`config.mk`:
```
export PLATFORM = sky130hd
export DESIGN_NAME = fetch_pc_unit_flat
export DESIGN_NICKNAME = d
export VERILOG_FILES = /design/src/rtl/fetch_pc_unit_if.sv /design/src/rtl/fetch_pc_unit.sv /design/src/flat_wrapper.sv
export SDC_FILE = /design/constraint.sdc
export NUM_CORES = 1
export LEC_CHECK = 0
export CORE_MARGIN = 5
export CORE_UTILIZATION = 38
export DETAILED_ROUTE_END_ITERATION = 12
export SETUP_SLACK_MARGIN = 0.02
export SYNTH_ARGS = -nofsm -noshare
export SYNTH_HDL_FRONTEND = slang
export SYNTH_SLANG_ARGS = --single-unit
```
`constraint.sdc`:
```
create_clock -name clk -period 5.1 [get_ports clk]
set_input_delay 0.765 -clock clk [delete_from_list [all_inputs] [get_ports clk]]
set_output_delay 0.765 -clock clk [all_outputs]
set_load 0.03 [all_outputs]
```
`src/rtl/fetch_pc_unit_if.sv`:
```
`default_nettype none
// ============================================================================
// Module      : fetch_pc_unit_if
// Description : Signal bundle for the LC-3b instruction-fetch stage. It carries
//               the branch-prediction lookup, the I-cache read/resp handshake,
//               the IF/ID output slot and the branch-resolution feedback.
//               master : the fetch unit itself
//               slave  : everything around it (predictor, I-cache, IF/ID,
//                        resolving stage)
// Revision    : 1.0  initial release
// ============================================================================
interface fetch_pc_unit_if;
    // branch prediction lookup
    logic        take_branch;
    logic [15:0] to_target;
    logic [15:0] fetch_pc;
    // I-cache
    logic        icache_read;
    logic [15:0] icache_addr;
    logic        icache_resp;
    logic [15:0] icache_rdata;
    // IF/ID output slot
    logic        id_ready;
    logic        if_valid;
    logic [15:0] if_pc;
    logic [15:0] if_ir;
    logic        if_pred_taken;
    // branch resolution / flush
    logic        resolve_valid;
    logic [15:0] resolve_pc;
    logic        resolve_taken;
    logic [15:0] resolve_target;
    logic        resolve_pred_taken;
    logic        if_flush;

    modport master (
        input  take_branch, to_target, icache_resp, icache_rdata, id_ready,
               resolve_valid, resolve_pc, resolve_taken, resolve_target,
               resolve_pred_taken,
        output fetch_pc, icache_read, icache_addr, if_valid, if_pc, if_ir,
               if_pred_taken, if_flush
    );

    modport slave (
        output take_branch, to_target, icache_resp, icache_rdata, id_ready,
               resolve_valid, resolve_pc, resolve_taken, resolve_target,
               resolve_pred_taken,
        input  fetch_pc, icache_read, icache_addr, if_valid, if_pc, if_ir,
               if_pred_taken, if_flush
    );
endinterface
`default_nettype wire

```
`src/rtl/fetch_pc_unit.sv`:
```
`default_nettype none
// ============================================================================
// Module      : fetch_pc_unit
// Description : LC-3b instruction-fetch stage. Owns the fetch PC, follows the
//               branch predictor's take_branch/to_target, runs the I-cache
//               read/resp handshake and hands {pc, ir, predicted-taken} to
//               IF/ID through an output slot plus a one-entry hold buffer.
//               A mispredict from a later stage squashes and redirects.
// Ports       : clk   - pipeline clock, rising edge
//               rst_n - asynchronous active-low reset
//               bus   - fetch_pc_unit_if.master (predictor, I-cache, IF/ID,
//                       branch resolution, if_flush)
// Revision    : 1.0  initial release
// ============================================================================
module fetch_pc_unit #(
    parameter logic [15:0] RESET_PC = 16'h0000
) (
    input  wire              clk,
    input  wire              rst_n,
    fetch_pc_unit_if.master  bus
);

    localparam logic [15:0] c_PC_MASK  = 16'hFFFE;
    localparam logic [15:0] c_RESET_PC = RESET_PC & c_PC_MASK;

    // FETCH : read outstanding on fetch_pc
    // HOLD  : output slot and hold buffer both full, no read
    // DRAIN : waiting for a response that belongs to a squashed fetch
    typedef enum logic [1:0] {
        S_FETCH = 2'd0,
        S_HOLD  = 2'd1,
        S_DRAIN = 2'd2
    } state_t;

    state_t      r_state,     w_state_nx;
    logic [15:0] r_pc,        w_pc_nx;
    logic [15:0] r_pend_pc,   w_pend_nx;
    logic        r_out_valid, w_out_valid_nx;
    logic [15:0] r_out_pc,    w_out_pc_nx;
    logic [15:0] r_out_ir,    w_out_ir_nx;
    logic        r_out_pt,    w_out_pt_nx;
    logic [15:0] r_hold_pc,   w_hold_pc_nx;
    logic [15:0] r_hold_ir,   w_hold_ir_nx;
    logic        r_hold_pt,   w_hold_pt_nx;

    logic        w_redirect;
    logic [15:0] w_redirect_pc;
    logic [15:0] w_next_pc;
    logic        w_consume;
    logic        w_slot_free;

    assign w_redirect    = bus.resolve_valid && (bus.resolve_taken != bus.resolve_pred_taken);
    assign w_redirect_pc = (bus.resolve_taken ? bus.resolve_target
                                              : bus.resolve_pc + 16'd2) & c_PC_MASK;
    assign w_next_pc     = (bus.take_branch ? bus.to_target : r_pc + 16'd2) & c_PC_MASK;
    assign w_consume     = r_out_valid && bus.id_ready;
    assign w_slot_free   = !r_out_valid || w_consume;

    always_ff @(posedge clk or negedge rst_n) begin
        if (!rst_n) begin
            r_state     <= S_FETCH;
            r_pc        <= c_RESET_PC;
            r_pend_pc   <= c_RESET_PC;
            r_out_valid <= 1'b0;
            r_out_pc    <= 16'h0000;
            r_out_ir    <= 16'h0000;
            r_out_pt    <= 1'b0;
            r_hold_pc   <= 16'h0000;
            r_hold_ir   <= 16'h0000;
            r_hold_pt   <= 1'b0;
        end else begin
            r_state     <= w_state_nx;
            r_pc        <= w_pc_nx;
            r_pend_pc   <= w_pend_nx;
            r_out_valid <= w_out_valid_nx;
            r_out_pc    <= w_out_pc_nx;
            r_out_ir    <= w_out_ir_nx;
            r_out_pt    <= w_out_pt_nx;
            r_hold_pc   <= w_hold_pc_nx;
            r_hold_ir   <= w_hold_ir_nx;
            r_hold_pt   <= w_hold_pt_nx;
        end
    end

    always_comb begin
        w_state_nx     = r_state;
        w_pc_nx        = r_pc;
        w_pend_nx      = r_pend_pc;
        w_out_valid_nx = r_out_valid;
        w_out_pc_nx    = r_out_pc;
        w_out_ir_nx    = r_out_ir;
        w_out_pt_nx    = r_out_pt;
        w_hold_pc_nx   = r_hold_pc;
        w_hold_ir_nx   = r_hold_ir;
        w_hold_pt_nx   = r_hold_pt;

        case (r_state)
            S_FETCH: begin
                if (w_redirect) begin
                    w_out_valid_nx = 1'b0;
                    if (bus.icache_resp) begin
                        w_pc_nx = w_redirect_pc;
                    end else begin
                        // The read cannot be cancelled: keep the address on
                        // the bus until its response shows up, then jump.
                        w_pend_nx  = w_redirect_pc;
                        w_state_nx = S_DRAIN;
                    end
                end else if (bus.icache_resp) begin
                    if (w_slot_free) begin
                        w_out_valid_nx = 1'b1;
                        w_out_pc_nx    = r_pc;
                        w_out_ir_nx    = bus.icache_rdata;
                        w_out_pt_nx    = bus.take_branch;
                    end else begin
                        w_hold_pc_nx = r_pc;
                        w_hold_ir_nx = bus.icache_rdata;
                        w_hold_pt_nx = bus.take_branch;
                        w_state_nx   = S_HOLD;
                    end
                    w_pc_nx = w_next_pc;
                end else if (w_consume) begin
                    w_out_valid_nx = 1'b0;
                end
            end
            S_HOLD: begin
                if (w_redirect) begin
                    w_out_valid_nx = 1'b0;
                    w_pc_nx        = w_redirect_pc;
                    w_state_nx     = S_FETCH;
                end else if (bus.id_ready) begin
                    w_out_valid_nx = 1'b1;
                    w_out_pc_nx    = r_hold_pc;
                    w_out_ir_nx    = r_hold_ir;
                    w_out_pt_nx    = r_hold_pt;
                    w_state_nx     = S_FETCH;
                end
            end
            S_DRAIN: begin
                if (w_redirect) begin
                    w_out_valid_nx = 1'b0;
                    if (bus.icache_resp) begin
                        w_pc_nx    = w_redirect_pc;
                        w_state_nx = S_FETCH;
                    end else begin
                        w_pend_nx = w_redirect_pc;
                    end
                end else if (bus.icache_resp) begin
                    w_pc_nx    = r_pend_pc;
                    w_state_nx = S_FETCH;
                end
            end
            default: begin
                w_state_nx = S_FETCH;
            end
        endcase
    end

    assign bus.fetch_pc      = r_pc;
    assign bus.icache_addr   = r_pc;
    // Gated with rst_n so no read is requested while the I-cache is in reset.
    assign bus.icache_read   = rst_n && (r_state != S_HOLD);
    assign bus.if_valid      = r_out_valid;
    assign bus.if_pc         = r_out_pc;
    assign bus.if_ir         = r_out_ir;
    assign bus.if_pred_taken = r_out_pt;
    assign bus.if_flush      = rst_n && w_redirect;

endmodule
`default_nettype wire

```
`src/flat_wrapper.sv`:
```
// flat-port wrapper written by rule: the top's interface ports become plain ports
module fetch_pc_unit_flat 
#(
    parameter logic [15:0] RESET_PC = 16'h0000
)
  (clk, rst_n, bus_take_branch, bus_to_target, bus_icache_resp, bus_icache_rdata, bus_id_ready, bus_resolve_valid, bus_resolve_pc, bus_resolve_taken, bus_resolve_target, bus_resolve_pred_taken, bus_fetch_pc, bus_icache_read, bus_icache_addr, bus_if_valid, bus_if_pc, bus_if_ir, bus_if_pred_taken, bus_if_flush);
  fetch_pc_unit_if bus_i ();
  input  wire clk;
  input  wire rst_n;
  input wire logic [$bits(bus_i.take_branch)-1:0] bus_take_branch;
  input wire logic [$bits(bus_i.to_target)-1:0] bus_to_target;
  input wire logic [$bits(bus_i.icache_resp)-1:0] bus_icache_resp;
  input wire logic [$bits(bus_i.icache_rdata)-1:0] bus_icache_rdata;
  input wire logic [$bits(bus_i.id_ready)-1:0] bus_id_ready;
  input wire logic [$bits(bus_i.resolve_valid)-1:0] bus_resolve_valid;
  input wire logic [$bits(bus_i.resolve_pc)-1:0] bus_resolve_pc;
  input wire logic [$bits(bus_i.resolve_taken)-1:0] bus_resolve_taken;
  input wire logic [$bits(bus_i.resolve_target)-1:0] bus_resolve_target;
  input wire logic [$bits(bus_i.resolve_pred_taken)-1:0] bus_resolve_pred_taken;
  output wire logic [$bits(bus_i.fetch_pc)-1:0] bus_fetch_pc;
  output wire logic [$bits(bus_i.icache_read)-1:0] bus_icache_read;
  output wire logic [$bits(bus_i.icache_addr)-1:0] bus_icache_addr;
  output wire logic [$bits(bus_i.if_valid)-1:0] bus_if_valid;
  output wire logic [$bits(bus_i.if_pc)-1:0] bus_if_pc;
  output wire logic [$bits(bus_i.if_ir)-1:0] bus_if_ir;
  output wire logic [$bits(bus_i.if_pred_taken)-1:0] bus_if_pred_taken;
  output wire logic [$bits(bus_i.if_flush)-1:0] bus_if_flush;
  assign bus_i.take_branch = bus_take_branch;
  assign bus_i.to_target = bus_to_target;
  assign bus_i.icache_resp = bus_icache_resp;
  assign bus_i.icache_rdata = bus_icache_rdata;
  assign bus_i.id_ready = bus_id_ready;
  assign bus_i.resolve_valid = bus_resolve_valid;
  assign bus_i.resolve_pc = bus_resolve_pc;
  assign bus_i.resolve_taken = bus_resolve_taken;
  assign bus_i.resolve_target = bus_resolve_target;
  assign bus_i.resolve_pred_taken = bus_resolve_pred_taken;
  assign bus_fetch_pc = bus_i.fetch_pc;
  assign bus_icache_read = bus_i.icache_read;
  assign bus_icache_addr = bus_i.icache_addr;
  assign bus_if_valid = bus_i.if_valid;
  assign bus_if_pc = bus_i.if_pc;
  assign bus_if_ir = bus_i.if_ir;
  assign bus_if_pred_taken = bus_i.if_pred_taken;
  assign bus_if_flush = bus_i.if_flush;
  fetch_pc_unit #(.RESET_PC(RESET_PC)) u_core (.clk(clk), .rst_n(rst_n), .bus(bus_i));
endmodule
```
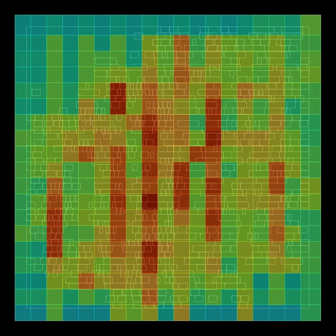
run_1/final_congestion.png
GRT Max-Usage Layer: met2
Routed WL per cell: 17.87 microns
met1 usage: 0.2472

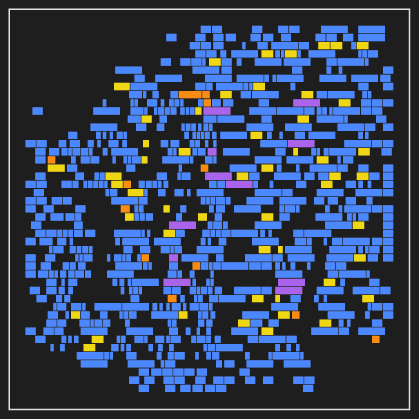
run_1/drive_strength.png
Drawn at 3 px/micron.
- drive 6 and up: purple (cells 11; share 1.6%)
- drive 1 or less: blue (cells 629; share 89%)
- drive 3 to 4: orange (cells 12; share 1.7%)
- drive 2: yellow (cells 51; share 7.3%)
design area: 7382 sq um
P&R area growth vs syn: 28.54%

==> results.py, run 1 <==
# Auto-generated metrics
metrics = {
    "final_layout": {
        "seq_share": 0.3390,
        "dominant_cells": "multi-input combinational cells",
        "logic_area_sq_um": 2918,
        "layout_top_cell": "clkdlybuf4s50_1",
        "nonClkBufAreaFrac": 0.1912,
        "instances_no_fill": 891,
        "comb_share": 0.3953,
        "layout_top_cells": "clkdlybuf4s50_1, dfrtp_1, nand2_1, o21ai_0, mux2i_1",
        "drive_gt1_frac": 0.1053,
        "inv_count": 11,
        "signal_buffers": 143,
        "fin_nets": 777,
        "diodes": 0,
        "final_util": 0.4911,
    },
    "global_route": {
        "use_met3": 0.03612,
        "grt-ovfl-total": 0,
        "met2_usage": 0.2833,
        "antenna_found_initial": 0,
        "grt_usage": 0.1782,
        "grt_first_pass_wirelength_mm": 25.57,
    },
    "synthesis": {
        "ys.flop_type": "dfrtp_1",
        "yosys-top-cells-area": "dfrtp_1, mux2i_1, mux2_2",
        "synthAdderAreaFrac": 0.01525,
        "postSynthAreaPerCell_sq_um": 9.604,
        "synth.logic.top_family": "AND-OR/OR-AND gates",
        "xor_area_frac": 0.03486,
        "ys_ff": 100,
        "synth-edff-count": 0,
        "top_cells_by_count": "dfrtp_1, nand2_1, o21ai_0, mux2i_1, mux2_2",
        "synthCells": 598,
        "yosys-stat-cells": 598,
        "ys_sh_mux": 0.1473,
        "synth.largest_area_cell": "dfrtp_1",
        "synth_nets": 677,
    },
    "pwr": {
        "leakagePower_uw": 0.003054,
        "power-top-group": "combinational cells",
        "pg_comb_uw": 2420,
        "combPwrFrac": 0.534,
        "p_clk_uw": 640,
        "p_clk_frac": 0.141,
        "sequentialPowerShare": 0.325,
        "powerSeq_uw": 1470,
        "power.density_nw_per_um2": 614.3,
    },
    "flow_run": {
        "maxCapViolCount": 0,
    },
    "placed_design": {
        "numPortBuffers": 136,
        "placed_cells": 875,
        "gp_congestion": 0.9030,
    },
    "drt": {
        "drt-pass1-iter-count": 5,
        "routed.top_layer": "met4",
        "wl_met2_mm": 7.419,
        "drtAntennaViolNets": 0,
        "wl_met3_mm": 1.029,
        "drc": 0,
        "drt-met1-wl_mm": 7.235,
        "via_per_inst": 5.498,
    },
    "floorplan": {
        "taps": 188,
        "core_area_sq_um": 15030,
        "chipArea_sq_um": 17670,
        "fp_util": 0.3820,
    },
    "clock_network": {
        "cts_made_buffers": 9,
        "cts_tree": "built",
        "htreeDepth": 3,
        "cts_num_sinks": 100,
        "post_cts_resized": 0,
        "clkTransAtPathRegs_ps": 70,
        "clk_latency_ps": 340,
        "cts.path.max_buffers": 2,
    },
    "final_timing": {
        "setup_slack_ps": 1631,
        "period_minus_slack_ps": 3469,
        "min_period_over_period": 0.6803,
        "finClkSkew_ps": 6.625,
        "setup_violations": 0,
        "slew_viol_final": 0,
        "max_slew_margin": 0.2899,
        "final_hold_viol_count": 0,
    },
    "setup_path": {
        "crit_path_max_incr_delay_ps": 670,
        "rr_worst_depth": 7,
        "cp.depth": 4,
        "cp_max_fo": 8,
        "timing.critical_path.from": "bus_resolve_pred_taken",
        "r2r_end": "u_core.bus.fetch_pc[10]",
        "cp_slowest_cell": "clkdlybuf4s50_1",
        "r2r-start": "u_core.r_state[0]",
        "crit_path_end": "bus_if_flush",
        "end_kind": "output pin",
        "crit_arrival_ps": 2700,
        "crit_family": "buffers and inverters",
        "r2r_slack_ps": 2640,
    },
    "outcome": {
        "outcome": "completed",
    },
}
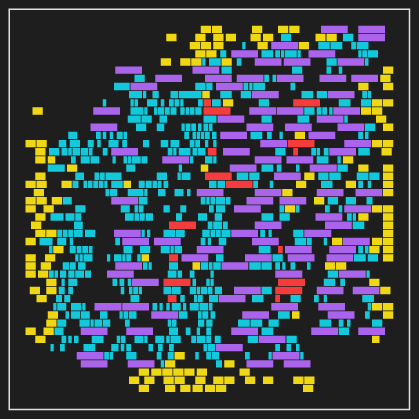
run_1/cell_classes.png
Drawn at 3 px/micron.
- clock drivers and dummy loads: red (cells 16)
- all other logic: cyan (cells 444)
- other buffers and delay cells: yellow (cells 143)
- flip-flops: purple (cells 100)

run_1/met1.png
Drawn at 4 px/micron.
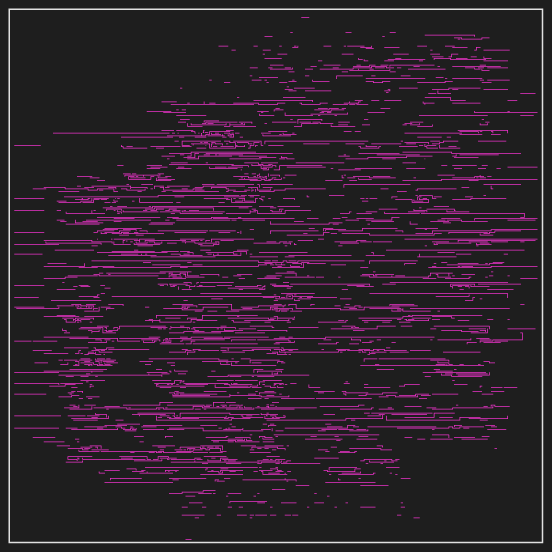

## Run 2: what changed since run 1
Clock period 5.1 ns to 3.26 ns, I/O delays scaled along.
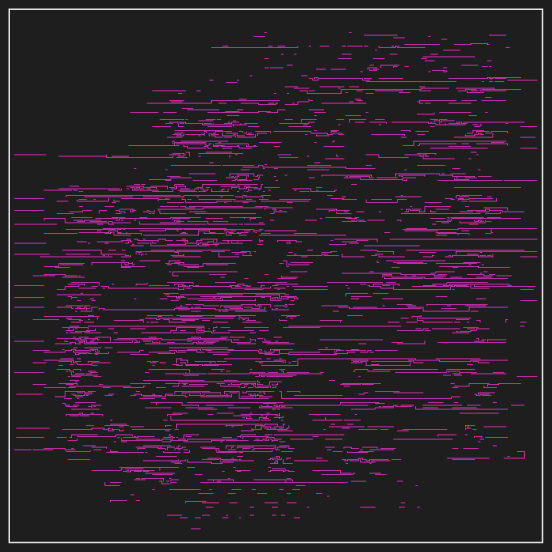
run_2/met1.png
Drawn at 4 px/micron.
- wire length on this layer: 6960 microns
- longest straight run: 42.5 microns
- main direction: horizontal
- nets with wire on the layer: 693
met1 usage: 0.2435
Detailed Route WL: 15.90 mm

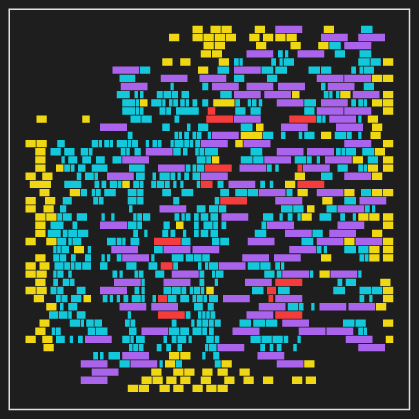
run_2/cell_classes.png
Drawn at 3 px/micron.
- other buffers and delay cells: yellow (cells 150)
- clock drivers and dummy loads: red (cells 16)
- all other logic: cyan (cells 444)
- flip-flops: purple (cells 100)
Core Box Area: 15030 sq um
Core Util, Final: 0.4975
design area: 7478 sq um
Seq/total area: 0.3346

==> run 2 against run 1 <==
Critical path depth is 4 higher. Final cell count increased by 0.79%. Utilization up 0.64 points. Worst hold slack got worse by 400 ps. Register-to-register slack worse by 2000 ps. Global-route usage grew 0.27 points. Clock skew decreased by 2.8 ps. Power is 58% higher. Sequential power grew 58%. Clock power grew 59%. Largest cell class unchanged.
==> results.py, run 2 <==
# Auto-generated metrics
metrics = {
    "clock_network": {
        "clk_latency_ps": 340,
        "cts_tree": "built",
    },
    "drt": {
        "wl_met3_mm": 1.043,
        "drc": 0,
        "drtAntennaViolNets": 0,
        "drt-met1-wl_mm": 6.957,
    },
    "pwr": {
        "power-top-group": "combinational cells",
        "powerSeq_uw": 2320,
        "leakagePower_uw": 0.003105,
        "p_clk_frac": 0.143,
    },
    "setup_path": {
        "cp.depth": 8,
        "timing.critical_path.from": "u_core.r_state[0]",
        "r2r_end": "u_core.bus.fetch_pc[10]",
        "end_kind": "register",
        "crit_path_max_incr_delay_ps": 640,
    },
    "final_timing": {
        "setup_violations": 0,
        "setup_slack_ps": 685.9,
        "min_period_over_period": 0.7896,
    },
    "global_route": {
        "use_met3": 0.03574,
        "antenna_found_initial": 0,
        "grt_first_pass_wirelength_mm": 26.13,
        "met2_usage": 0.2926,
    },
    "floorplan": {
        "taps": 188,
        "fp_util": 0.3820,
    },
    "placed_design": {
        "placed_cells": 882,
        "numPortBuffers": 136,
    },
    "final_layout": {
        "logic_area_sq_um": 2918,
        "layout_top_cells": "clkdlybuf4s50_1, dfrtp_1, nand2_1, o21ai_0, mux2i_1",
    },
    "synthesis": {
        "synthCells": 598,
        "synth-edff-count": 0,
        "synth.largest_area_cell": "dfrtp_1",
        "synth_nets": 677,
        "yosys-top-cells-area": "dfrtp_1, mux2i_1, mux2_2",
        "top_cells_by_count": "dfrtp_1, nand2_1, o21ai_0, mux2i_1, mux2_2",
        "xor_area_frac": 0.03486,
    },
    "outcome": {
        "outcome": "completed",
    },
}
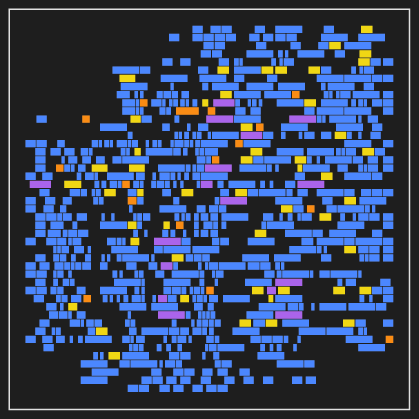
run_2/drive_strength.png
Drawn at 3 px/micron.
- drive 6 and up: purple (cells 16; share 2.3%)
- drive 2: yellow (cells 50; share 7.0%)
- drive 3 to 4: orange (cells 16; share 2.3%)
- drive 1 or less: blue (cells 628; share 88%)

No activity file was given, so power comes from the tool's default toggle rates.
